$ cat config.mk
export PLATFORM = sky130hd
export DESIGN_NAME = mainfsm_param
export DESIGN_NICKNAME = d
export VERILOG_FILES = /design/src/rtl/mainfsm_param.sv
export SDC_FILE = /design/constraint.sdc
export NUM_CORES = 1
export LEC_CHECK = 0
export ABC_AREA = 1
export CAP_MARGIN = 20
export CORE_MARGIN = 2
export CORE_UTILIZATION = 40
export DETAILED_ROUTE_END_ITERATION = 16
export PLACE_DENSITY = 0.79
export SLEW_MARGIN = 20
export SYNTH_ARGS = -nofsm -noshare
export SYNTH_HDL_FRONTEND = slang
export SYNTH_SLANG_ARGS = --single-unit
export TNS_END_PERCENT = 5
$ cat constraint.sdc
create_clock -name clk -period 2.8 [get_ports clk]
set_input_delay 0.28 -clock clk [delete_from_list [all_inputs] [get_ports clk]]
set_output_delay 0.28 -clock clk [all_outputs]
set_load 0.01 [all_outputs]
$ cat src/rtl/mainfsm_param.sv
// Main control FSM for the multicycle ARM-subset core: sequences fetch/decode/execute,
// with optional memory-ready stalls, a multi-cycle multiply path and an illegal-op flag.
module mainfsm_param #(
    parameter int unsigned USE_MEMREADY = 0,
    parameter int unsigned MUL_CYCLES   = 4
) (
    input  logic       clk,
    input  logic       reset,
    input  logic [1:0] Op,
    input  logic [5:0] Funct,
    input  logic       IsMul,
    input  logic       MemReady,
    output logic       IRWrite,
    output logic       AdrSrc,
    output logic [1:0] ALUSrcA,
    output logic [1:0] ALUSrcB,
    output logic [1:0] ResultSrc,
    output logic       NextPC,
    output logic       RegW,
    output logic       MemW,
    output logic       Branch,
    output logic       ALUOp,
    output logic       MemReq,
    output logic       MulStart,
    output logic       Illegal,
    output logic [3:0] State
);

    localparam int unsigned CNT_W  = 4;
    localparam logic        USE_MR = logic'(USE_MEMREADY != 0);
    localparam logic [CNT_W-1:0] MUL_LAST = CNT_W'(MUL_CYCLES - 1);

    typedef enum logic [3:0] {
        S_FETCH    = 4'd0,
        S_DECODE   = 4'd1,
        S_MEMADR   = 4'd2,
        S_MEMREAD  = 4'd3,
        S_MEMWB    = 4'd4,
        S_MEMWRITE = 4'd5,
        S_EXECUTER = 4'd6,
        S_EXECUTEI = 4'd7,
        S_ALUWB    = 4'd8,
        S_BRANCH   = 4'd9,
        S_UNKNOWN  = 4'd10,
        S_MULEXEC  = 4'd11,
        S_MULWB    = 4'd12
    } state_t;

    state_t           r_state;
    state_t           w_next;
    logic [CNT_W-1:0] r_mul_cnt;
    logic             w_done;
    logic             w_unused;

    // Memory access completes immediately when the handshake is disabled
    assign w_done   = MemReady | ~USE_MR;
    assign w_unused = ^Funct[4:1];
    assign State    = r_state;

    always_ff @(posedge clk or posedge reset) begin
        if (reset) begin
            r_state <= S_FETCH;
        end else begin
            r_state <= w_next;
        end
    end

    // Counter idles at zero outside MULEXEC, so it is clear on every entry
    always_ff @(posedge clk or posedge reset) begin
        if (reset) begin
            r_mul_cnt <= '0;
        end else if (r_state == S_MULEXEC) begin
            r_mul_cnt <= r_mul_cnt + CNT_W'(1);
        end else begin
            r_mul_cnt <= '0;
        end
    end

    always_comb begin
        w_next = S_FETCH;
        case (r_state)
            S_FETCH:    w_next = w_done ? S_DECODE : S_FETCH;
            S_DECODE: begin
                case (Op)
                    2'b00: begin
                        if (IsMul)         w_next = S_MULEXEC;
                        else if (Funct[5]) w_next = S_EXECUTEI;
                        else               w_next = S_EXECUTER;
                    end
                    2'b01:   w_next = S_MEMADR;
                    2'b10:   w_next = S_BRANCH;
                    default: w_next = S_UNKNOWN;
                endcase
            end
            S_MEMADR:   w_next = Funct[0] ? S_MEMREAD : S_MEMWRITE;
            S_MEMREAD:  w_next = w_done ? S_MEMWB : S_MEMREAD;
            S_MEMWRITE: w_next = w_done ? S_FETCH : S_MEMWRITE;
            S_EXECUTER: w_next = S_ALUWB;
            S_EXECUTEI: w_next = S_ALUWB;
            S_MULEXEC:  w_next = (r_mul_cnt == MUL_LAST) ? S_MULWB : S_MULEXEC;
            default:    w_next = S_FETCH;
        endcase
    end

    always_comb begin
        IRWrite   = 1'b0;
        AdrSrc    = 1'b0;
        ALUSrcA   = 2'b00;
        ALUSrcB   = 2'b00;
        ResultSrc = 2'b00;
        NextPC    = 1'b0;
        RegW      = 1'b0;
        MemW      = 1'b0;
        Branch    = 1'b0;
        ALUOp     = 1'b0;
        MemReq    = 1'b0;
        MulStart  = 1'b0;
        Illegal   = 1'b0;
        case (r_state)
            S_FETCH: begin
                MemReq    = 1'b1;
                ALUSrcA   = 2'b01;
                ALUSrcB   = 2'b10;
                ResultSrc = 2'b10;
                IRWrite   = w_done;
                NextPC    = w_done;
            end
            S_DECODE: begin
                ALUSrcA   = 2'b01;
                ALUSrcB   = 2'b10;
                ResultSrc = 2'b10;
            end
            S_EXECUTER: ALUOp = 1'b1;
            S_EXECUTEI: begin
                ALUSrcB = 2'b01;
                ALUOp   = 1'b1;
            end
            S_ALUWB:  RegW = 1'b1;
            S_MEMADR: ALUSrcB = 2'b01;
            S_MEMREAD: begin
                MemReq = 1'b1;
                AdrSrc = 1'b1;
            end
            S_MEMWRITE: begin
                MemReq = 1'b1;
                AdrSrc = 1'b1;
                MemW   = 1'b1;
            end
            S_MEMWB: begin
                RegW      = 1'b1;
                ResultSrc = 2'b01;
            end
            S_BRANCH: begin
                Branch    = 1'b1;
                ALUSrcB   = 2'b01;
                ResultSrc = 2'b10;
            end
            S_MULEXEC: MulStart = (r_mul_cnt == '0);
            S_MULWB: begin
                RegW      = 1'b1;
                ResultSrc = 2'b11;
            end
            S_UNKNOWN: Illegal = 1'b1;
            default: ;
        endcase
    end

endmodule

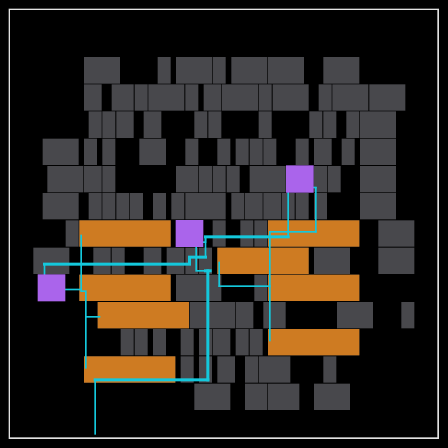
Fig. 1. Clock distribution.
Drawn at 10 px/um.
legend:
  cyan:
    item: clock wires
    length: 117 um
  purple:
    item: cells driving clock nets
    count: 3
  orange:
    item: flip-flops
    count: 8
routed clock nets: 4
clock power share: 10.5%
clk_lat worst skew: 0.25 ns

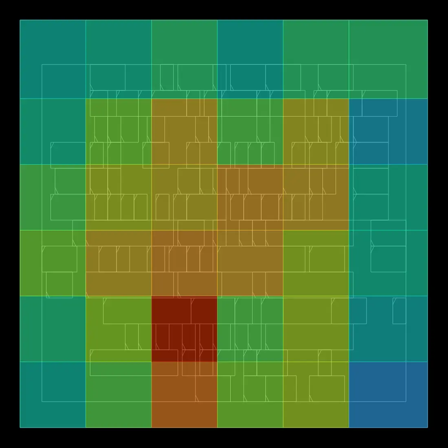
Fig. 2. Congestion heat map.
Final Core Density: 64.4%
GR Layer Usage met2: 26.4%
met3 Usage GRT: 6.38%
Routed wire per std cell: 10.1 um
Most Crowded Layer GR: met2

==> results.sh <==
# yosys + openroad results
export IMPL_status="finished clean"
export IMPL_cp_top_family="buffers and inverters"
export IMPL_xor_share_pct=1.46
export IMPL_globalplace_congestion=0.763
export IMPL_layout_top_cell="clkdlybuf4s50_1"
export IMPL_finalHoldViolCount=0
export IMPL_cp_depth=6
export IMPL_cts_tree="yes"
export IMPL_final_min_clock_period_ns=2.09
export IMPL_p_sw_uw=341
export IMPL_logic_area_sq_um=295
export IMPL_drive_above_1_share_pct=8.40
export IMPL_chip_area_sq_um=1830
export IMPL_worstSetupStartpointType="register"
export IMPL_pg_comb_uw=532
export IMPL_yosys_warnings=0
export IMPL_synthMuxAreaShare_pct=0
export IMPL_cts_root_buf="clkbuf_4"
export IMPL_cp_slowest_cell="clkdlybuf4s50_1"
export IMPL_worstReg2RegStart="State[2]"
export IMPL_hp_class="input port to async pin"
export IMPL_met3_length_um=78
export IMPL_p_clk_uw=84.8
export IMPL_instances_no_fill=134
export IMPL_peakVddDrop_mv=0.480
export IMPL_layout_top_cells="clkdlybuf4s50_1, nand2_1, inv_1"
export IMPL_cp_buffers_inverters=3
export IMPL_crit_start="State[2]"
export IMPL_syn_inst=94
export IMPL_synth_area_yosys_sq_um=601
export IMPL_ys_sh_aoi_pct=4.38
export IMPL_timing_final_ws_setup_ns=0.709
export IMPL_r2r_setup_slack_ns=1.66
export IMPL_grt_pass1_wl_um=2310
export IMPL_cts_resized=0
export IMPL_wl_met2_um=655
export IMPL_ios=32
export IMPL_reg2reg_depth=5
export IMPL_grt_max_degree=9
export IMPL_syn_area_per_cell_sq_um=6.39
export IMPL_endpoint_kind="output port"
export IMPL_initial_core_util_pct=44.5
export IMPL_use_met1_pct=21.1
export IMPL_seq_cell_power_uw=187
export IMPL_drc=0
export IMPL_maxCapViolCount=0
export IMPL_synth_distinct_cells=19
export IMPL_clock_fmax_mhz=478
export IMPL_crit_path_cell_trace="inv_1 > nand2_1 > nor2_4 > inv_2 > nor2_1 > clkdlybuf4s50_1"
export IMPL_dp_cells=131
export IMPL_power_density_nw_per_um2=925
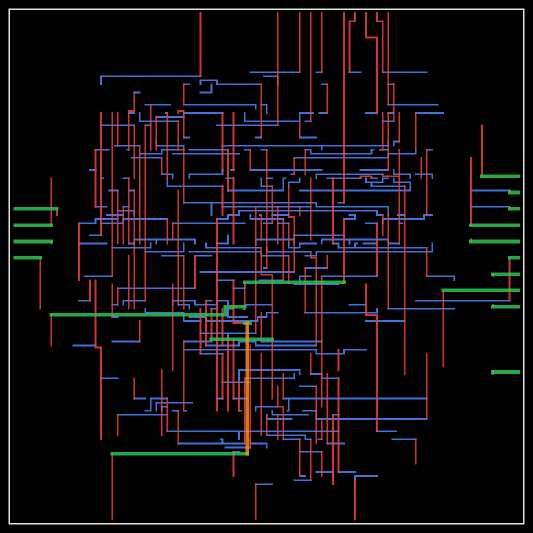
Fig. 3. Metal layers overlaid.
Drawn at 12 px/um.
legend:
  blue:
    layer: met1
    wire_length: 603 um
  red:
    layer: met2
    wire_length: 656 um
  orange:
    layer: met4
    wire_length: 10.9 um
  green:
    layer: met3
    wire_length: 78.7 um
GR Util All Layers: 16.9%
Vias: 639
final WL: 1350 um

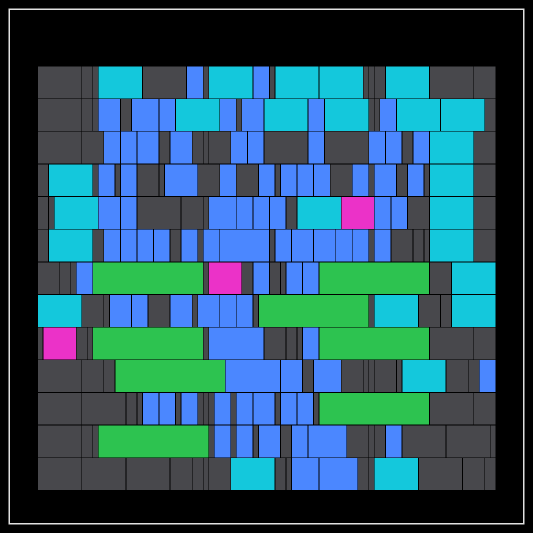
Fig. 4. Cells colored by class.
Drawn at 12 px/um. Fill, decap, tap and diode cells in gray.
legend:
  blue:
    class: all other logic
    cells: 83
  cyan:
    class: other buffers and delay cells
    cells: 25
  green:
    class: flip-flops
    cells: 8
  magenta:
    class: cells driving clock nets
    cells: 3
row cnt: 13
fraction of area in registers: 23.0%
area of the core: 1350 sq um
Finished Cell Area: 870 sq um

Yosys cell counts:
| library cell | n |
|---|---|
| nand2_1 | 22 |
| inv_1 | 20 |
| nor2_1 | 14 |
| nand3_1 | 9 |
| dfrtp_1 | 8 |
| buf_4 | 3 |
| nor3_1 | 3 |
| a21oi_1 | 2 |
| ha_1 | 2 |
| inv_2 | 2 |
| a21oi_2 | 1 |
| conb_1 | 1 |
| nand2_2 | 1 |
| nand4_1 | 1 |
| nor2_2 | 1 |
| nor2_4 | 1 |
| o211ai_1 | 1 |
| or2_2 | 1 |
| xor2_1 | 1 |
cell type report:
class | instances | area share [%]
Multi-Input combinational cell | 61 | 34.0
Timing Repair Buffer | 25 | 28.8
Sequential cell | 8 | 23.0
Inverter | 22 | 9.50
Clock buffer | 3 | 2.59
Tap cell | 15 | 2.16
Power and IR drop assume default switching activity.
